Clock wiring as the flow saved it:
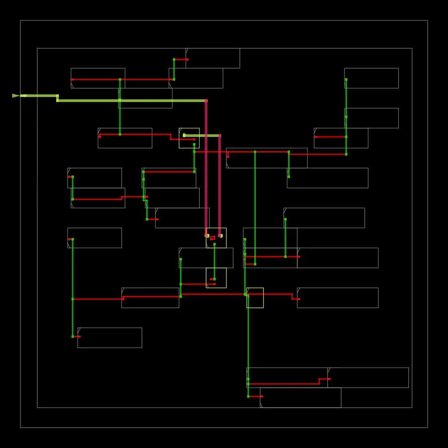
Wiring heat map:
Scale bar: 20 um. The die is cut into 11 by 11 equal tiles; dark blue is low, red is high, scaled to the fullest tile. Values are wire area over tile area, all layers added.
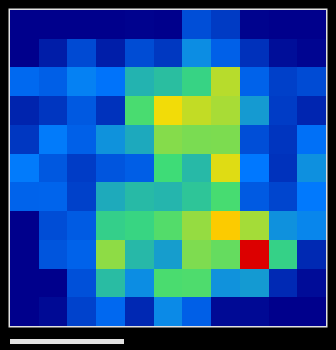
File: src/rtl/fifo_pkg.sv
// -----------------------------------------------------------------------------
// fifo_pkg
//   Helpers shared by the read- and write-side controllers of the dual-clock
//   FIFO. Gray/binary conversion works on a fixed 32-bit word. Callers
//   zero-extend their pointer and keep the low bits of the result.
// -----------------------------------------------------------------------------
package fifo_pkg;

   localparam int GRAY_W = 32;

   typedef logic [GRAY_W-1:0] gray_word_t;

   // Adjacent binary values map to Gray codes differing in exactly one bit.
   function automatic gray_word_t bin2gray(input gray_word_t bin);
      return bin ^ (bin >> 1);
   endfunction

   // Each binary bit is the XOR of all Gray bits at or above it.
   function automatic gray_word_t gray2bin(input gray_word_t gray);
      gray_word_t bin;
      bin = gray;
      for (int i = GRAY_W - 2; i >= 0; i--) begin
         bin[i] = bin[i+1] ^ gray[i];
      end
      return bin;
   endfunction

endpackage

File: src/rtl/fifo_rd_ctrl_if.sv
// -----------------------------------------------------------------------------
// fifo_rd_ctrl_if
//   Valid/ready stream carrying words from the FIFO read controller to its
//   consumer.
//     out_valid  controller -> consumer  word available
//     out_data   controller -> consumer  word, held while stalled
//     out_ready  consumer -> controller  consumer accepts this cycle
//   master = producer side (controller), slave = consumer side.
// -----------------------------------------------------------------------------
interface fifo_rd_ctrl_if #(
   parameter int WIDTH = 4
);

   logic             out_valid;
   logic [WIDTH-1:0] out_data;
   logic             out_ready;

   modport master (
      output out_valid,
      output out_data,
      input  out_ready
   );

   modport slave (
      input  out_valid,
      input  out_data,
      output out_ready
   );

endinterface

File: src/rtl/fifo_sync2.sv
// -----------------------------------------------------------------------------
// fifo_sync2
//   Two-flop synchronizer for a Gray-coded pointer crossing clock domains.
//   Only one bit of a Gray pointer changes per step, so a bus-wide
//   synchronizer cannot produce a value that is neither old nor new.
//     clk  destination-domain clock
//     rst  synchronous, active-high reset; clears both stages
//     d    asynchronous input bus
//     q    synchronized output (two destination edges of latency)
// -----------------------------------------------------------------------------
module fifo_sync2 #(
   parameter int W = 4
) (
   input  logic         clk,
   input  logic         rst,
   input  logic [W-1:0] d,
   output logic [W-1:0] q
);

   logic [W-1:0] meta;

   // NOTE: non-blocking assignments let meta and q both sample their
   // pre-edge values, which forms a real two-stage pipeline. Blocking
   // assignments would collapse it to one flop.
   always_ff @(posedge clk) begin
      if (rst) begin
         meta <= '0;
         q    <= '0;
      end else begin
         meta <= d;
         q    <= meta;
      end
   end

endmodule

File: src/rtl/fifo_rd_ctrl.sv
// -----------------------------------------------------------------------------
// fifo_rd_ctrl
//   Read-side controller of the dual-clock FIFO, entirely in the r_clk domain.
//   It keeps the read pointer, synchronizes the write pointer, derives the
//   empty flag, and issues reads to fifo_mem. It also parks the returned words
//   in a 2-entry output queue so the consumer can stall freely.
//     r_clk      read-domain clock
//     r_rst      synchronous, active-high reset
//     wptr_gray  write pointer (Gray, AW+1 bits) from the w_clk domain
//     rptr_gray  registered read pointer (Gray) to the write side
//     rd_rq      memory read request (combinational)
//     raddr      memory read address
//     empty      registered empty flag, also feeds the memory
//     rdata      memory read data, valid the cycle after rd_rq
//     out_if     valid/ready output stream (master side)
// -----------------------------------------------------------------------------
module fifo_rd_ctrl
   import fifo_pkg::*;
#(
   parameter  int WIDTH = 4,
   parameter  int DEPTH = 8,
   localparam int AW    = $clog2(DEPTH)
) (
   input  logic             r_clk,
   input  logic             r_rst,
   input  logic [AW:0]      wptr_gray,
   output logic [AW:0]      rptr_gray,
   output logic             rd_rq,
   output logic [AW-1:0]    raddr,
   output logic             empty,
   input  logic [WIDTH-1:0] rdata,
   fifo_rd_ctrl_if.master   out_if
);

   logic [AW:0]      wq2;
   logic [AW:0]      rptr_bin;
   logic [AW:0]      rptr_bin_next;
   gray_word_t       gray_next;

   logic [1:0]       count;
   logic [1:0]       count_next;
   logic [1:0]       wr_idx;
   logic             pending;
   logic             push;
   logic             pop;
   logic [2:0]       in_use;
   logic [WIDTH-1:0] obuf [2];

   // ---------------------------------------------------------------- sync --
   fifo_sync2 #(
      .W (AW + 1)
   ) u_wptr_sync (
      .clk (r_clk),
      .rst (r_rst),
      .d   (wptr_gray),
      .q   (wq2)
   );

   // ------------------------------------------------------ issue / credit --
   // A word returns one cycle after its request (pending). It is pushed at
   // the end of that cycle. Counting in-flight words as occupied means a
   // read is issued only when the queue is guaranteed a free slot on arrival.
   assign push   = pending;
   assign pop    = out_if.out_valid && out_if.out_ready;
   assign in_use = {1'b0, count} + {2'b0, pending} - {2'b0, pop};
   assign rd_rq  = !empty && (in_use < 3'd2);

   assign rptr_bin_next = rptr_bin + {{AW{1'b0}}, rd_rq};
   assign gray_next     = bin2gray(GRAY_W'(rptr_bin_next));
   assign raddr         = rptr_bin[AW-1:0];

   // ---------------------------------------------------- queue bookkeeping --
   // NOTE: every output of a combinational block gets a default before any
   // condition, so no path leaves a variable unassigned and no latch forms.
   always_comb begin
      wr_idx     = count;
      count_next = count;
      if (pop) begin
         wr_idx = count - 2'd1;
      end
      count_next = wr_idx + {1'b0, push};
   end

   // ------------------------------------------------------------- state --
   always_ff @(posedge r_clk) begin
      if (r_rst) begin
         rptr_bin  <= '0;
         rptr_gray <= '0;
         empty     <= 1'b1;
         count     <= '0;
         pending   <= 1'b0;
         // NOTE: the two queue slots are reset on purpose. out_data shows the
         // head slot directly, so it must read 0 after reset, not stale data.
         obuf[0]   <= '0;
         obuf[1]   <= '0;
      end else begin
         rptr_bin  <= rptr_bin_next;
         rptr_gray <= gray_next[AW:0];
         // Compare the post-increment pointer so empty already accounts for
         // the read issued this cycle.
         empty     <= (gray_next == GRAY_W'(wq2));
         pending   <= rd_rq;
         count     <= count_next;
         // Pop shifts the tail into the head. A push in the same cycle lands
         // in the slot left after the pop. It is written last, so it wins
         // when that slot is the head.
         if (pop) begin
            obuf[0] <= obuf[1];
         end
         if (push) begin
            obuf[wr_idx[0]] <= rdata;
         end
      end
   end

   // ------------------------------------------------------------ outputs --
   assign out_if.out_valid = (count != 2'd0);
   assign out_if.out_data  = obuf[0];

endmodule

File: src/flat_wrapper.sv
// flat-port wrapper written by rule: the top's interface ports become plain ports
module fifo_rd_ctrl_flat import fifo_pkg::*;
#(
   parameter  int WIDTH = 4,
   parameter  int DEPTH = 8,
   localparam int AW    = $clog2(DEPTH)
)
  (r_clk, r_rst, wptr_gray, rptr_gray, rd_rq, raddr, empty, rdata, out_if_out_valid, out_if_out_data, out_if_out_ready);
  fifo_rd_ctrl_if #(.WIDTH(WIDTH)) out_if_i ();
  input  logic r_clk;
  input  logic r_rst;
  input  logic [AW:0] wptr_gray;
  output logic [AW:0] rptr_gray;
  output logic rd_rq;
  output logic [AW-1:0] raddr;
  output logic empty;
  input  logic [WIDTH-1:0] rdata;
  output wire logic [$bits(out_if_i.out_valid)-1:0] out_if_out_valid;
  output wire logic [$bits(out_if_i.out_data)-1:0] out_if_out_data;
  input wire logic [$bits(out_if_i.out_ready)-1:0] out_if_out_ready;
  assign out_if_out_valid = out_if_i.out_valid;
  assign out_if_out_data = out_if_i.out_data;
  assign out_if_i.out_ready = out_if_out_ready;
  fifo_rd_ctrl #(.WIDTH(WIDTH), .DEPTH(DEPTH)) u_core (.r_clk(r_clk), .r_rst(r_rst), .wptr_gray(wptr_gray), .rptr_gray(rptr_gray), .rd_rq(rd_rq), .raddr(raddr), .empty(empty), .rdata(rdata), .out_if(out_if_i));
endmodule
File: config.mk
export PLATFORM = sky130hd
export DESIGN_NAME = fifo_rd_ctrl_flat
export DESIGN_NICKNAME = d
export VERILOG_FILES = /design/src/rtl/fifo_pkg.sv /design/src/rtl/fifo_rd_ctrl_if.sv /design/src/rtl/fifo_sync2.sv /design/src/rtl/fifo_rd_ctrl.sv /design/src/flat_wrapper.sv
export SDC_FILE = /design/constraint.sdc
export NUM_CORES = 1
export LEC_CHECK = 0
export CAP_MARGIN = 0
export CORE_MARGIN = 2
export CORE_UTILIZATION = 44
export DETAILED_ROUTE_END_ITERATION = 7
export GPL_ROUTABILITY_DRIVEN = 0
export GPL_TIMING_DRIVEN = 0
export PLACE_DENSITY = 0.73
export SYNTH_ARGS = -nofsm -noshare
export SYNTH_HDL_FRONTEND = slang
export SYNTH_SLANG_ARGS = --single-unit
File: constraint.sdc
create_clock -name r_clk -period 3.3 [get_ports r_clk]
set_input_delay 0.495 -clock r_clk [delete_from_list [all_inputs] [get_ports r_clk]]
set_output_delay 0.495 -clock r_clk [all_outputs]
set_load 0.02 [all_outputs]
==> Changelog: implementation <==
## Implementation

* Wire length per cell at approximately 13 um
* EDFF count, synth at 8
* Max-slew violations at 0
* Clk network pwr share at 11.6%
* Pleak at roughly 0.62 nW
* Internal Power at between 0.0008 and 0.0009 W
* Hold endpoint: u_core.u_wptr_sync.q[0]$_SDFF_PP0_
* Total Wirelength at 2.23 mm
* Clock Skews at 0.00405 ns
* DIE WIDTH at 55.5 um
* Yosys cell count at 100
* CP Max Fanout at 5
* DR vias at roughly 800
* Reg2reg start: u_core.count[1]$_SDFF_PP0_
* Clk buf depth at 2
* Antenna Violating Nets Remaining at 0
* Net Sw Power at roughly 0.00047 W
* Max Cap Viol at 0
* Setup crit start kind: primary input
* Critical Path Start: out_if_out_ready
* Synthesis-to-finish area growth at 37.8%
* Syn Inst Count at 100
* Status: finished, final reports clean
* Post-synth ARST share at 0%
* Peak supply drop at 0.589 mV
* Slew headroom at around two thirds
* Overall power at 0.00127 W
* Die area at 3080 um2
* Clk slew on worst S/H paths at 0.15 ns
* DRC Markers at 0
* Crit path to: u_core.empty$_SDFF_PP1_
* Detail Placement HPWL at 1.55 mm
* Synth Cell Area at between 1000 and 1500 um2
* Warning total across the stage logs at 26
* Core area at 2500 um2
* Layout cells sized above 1 at between 20% and 30%
* WL met3 at 114 um
* Switching share of power at 36.8%
* Cell Count, Final, Fillers Out at 165
* Min-delay src: u_core.u_wptr_sync.meta[0]$_SDFF_PP0_
* FP Util at 46.6%
* Final Hold Viols at 0
* Combinational Power Share at 51.7%
* H-tree Lvls at 1
* Fin nets at 152
* Power per Cell Area at ~800 nW/um2
* Final worst path period need at 3.22 ns
* Hold buffer count at CTS at 0
* Commonest cells in the netlist: dfxtp_1, nor2b_1, edfxtp_1
* Syn nets at 116
* Port buffer count at 24
* Post-synthesis sequential area ratio at 53.2%
* Setup CP Type: in2reg
* CTS tree: built
* Vias in the first global route at 825
* YS chip area at 1170 um2
* Antenna violations before repair at 0
* Final setup viols at 0
* 1st-pass router iterations at 4
* CP arrival at 3.46 ns
* Fin crit share at 97.6%
* Reg-to-reg endpoint: u_core.empty$_SDFF_PP1_
* Gr ovfl total at 0
* Core Rows at 18
* DR top layer: met4
* Cell area leaders: dfxtp_1, edfxtp_1, nor2b_1
* Metal-1 WL at approximately 960 um
* Setup slack after layout at 0.0801 ns
* Max-area cell share at around a third
* Ys flop type: dfxtp_1
* Sequential share of power at 36.6%
* DP Worst Slack at -0.445 ns
* Top-count cell post-synth: dfxtp_1
* Maximum operating frequency at 311 MHz
* Largest net degree at the start of global routing at 17
* Req. time, crit path at around 3.5 ns
* Synth unique cells at 31
* Diodes inserted at 0
* I/O pin total at 25
* R2R depth at 15
* CP Capture Type: flop
* WHS Path Cells at 1
* Slew @ Worst Pin at roughly 0.48 ns
* Yosys warning count at 0
* Clk_lat worst skew at 0.32 ns
* Placed Cells incl. Taps at 154
* Die height at 55.5 um
* Starting DRT DRC Count at 4
* CTS Root Cell: clkbuf_4
* First-pass GRT wire length at 3.73 mm
* Gr usage total at ~15%
Back to the opening pictures, 'clock wiring as the flow saved it':
CTS Buf Count: 3
CTS sink count: 27

Back to the opening pictures, 'wiring heat map':
nearly empty tiles: 17%
densest ninth of the die: centre
fullest tile: 0.45
emptiest ninth of the die: north-west

flip-flops by register name, indices dropped and copies added, names as in the netlist:
signal / flops
u_core.rptr_gray: 3
u_core.u_wptr_sync.q: 4
u_core.pending: 1
u_core.rptr_bin: 4
u_core.obuf: 8
u_core.u_wptr_sync.meta: 4
u_core.empty: 1
u_core.count: 2
layer usage:
layer  track usage [%]  vias to the layer above
met5                 0                        -
met4              6.97                        0
met3              2.81                        8
met2              25.3                       29
met1              19.6                      380
li1                  -                      403
per-stage QoR:
| step | hold WS [ns] | area, um2 | setup TNS [ns] | util [%] |
|---|---|---|---|---|
| final | 0.455 | 1610 | 0 | 64.3 |
| after global placement | 0.419 | 1470 | -1.03 | 58.9 |
| after floorplan | 0.414 | 1190 | 0 | - |
| after global routing | 0.478 | 1610 | -0.113 | 64.3 |
| after detailed placement | 0.421 | 1470 | -1.45 | 58.9 |
| after CTS | 0.454 | 1530 | 0 | 61.3 |
cell families after synthesis:
kind of cell               synth area share [%]
buffers and inverters                      1.93
DFF                                        53.2
xor gates and xnor gates                   11.7
muxes                                      2.68
adders and majority gates                  6.01
AOI/OAI and AO/OA                          4.83
and+or+nand+nor                            19.6
layout by cell type, fill, tap and decap left out, types with 3 or more instances in the layout:
cell type | synthesis | layout
nor2b_1 | 13 | 13
xnor2_2 | 2 | 3
inv_1 | 3 | 3
a32oi_1 | 3 | 3
edfxtp_1 | 8 | 8
xor2_1 | 3 | 3
clkdlybuf4s50_1 | 0 | 23
clkbuf_4 | 0 | 3
xnor2_1 | 7 | 5
dfxtp_1 | 19 | 17
and2_1 | 4 | 4
nand2_1 | 4 | 4
nor2_1 | 7 | 7
buf_4 | 0 | 7
area by class of cell:
class | instances | area, um2
inverters | 4 | 15.0
well taps | 30 | 37.5
clock inverters | 1 | 6.26
repair buffers | 31 | 288
flip-flops and latches | 27 | 626
plain buffers | 2 | 7.51
fillers | 195 | 893
multi-input cells | 67 | 604
clock buffers | 3 | 22.5
critical path: stages:
cell	delay, ns
clkdlybuf4s50_1	0.48
nor2b_4	0.21
xnor2_4	0.16
inv_1	0.08
ha_2	0.20
fa_2	0.37
xnor2_2	0.17
nor3_4	0.27
ha_4	0.20
ha_4	0.17
xnor2_1	0.19
xnor2_2	0.18
xnor2_1	0.09
a31o_1	0.21
power groups by stage:
stage          clock network (W)  logic, W  registers [W]
3_3_place_gp                   0  0.000542       0.000460
2_1_floorplan                  0  0.000347       0.000497
6_report                0.000147  0.000656       0.000464
4_1_cts                 0.000152  0.000580       0.000459
3_5_place_dp                   0  0.000555       0.000464
5_1_grt                 0.000167  0.000708       0.000474
what timing repair did:
action                                  in CTS  in global routing
gates resized                                7                  7
setup buffers                                1                  6
pin swaps                                    1                  2
hold endpoints to repair                     0                  0
endpoints found under the setup margin       2                  2
cloned                                       0                  0
Power is estimated from default activity; no workload was simulated.
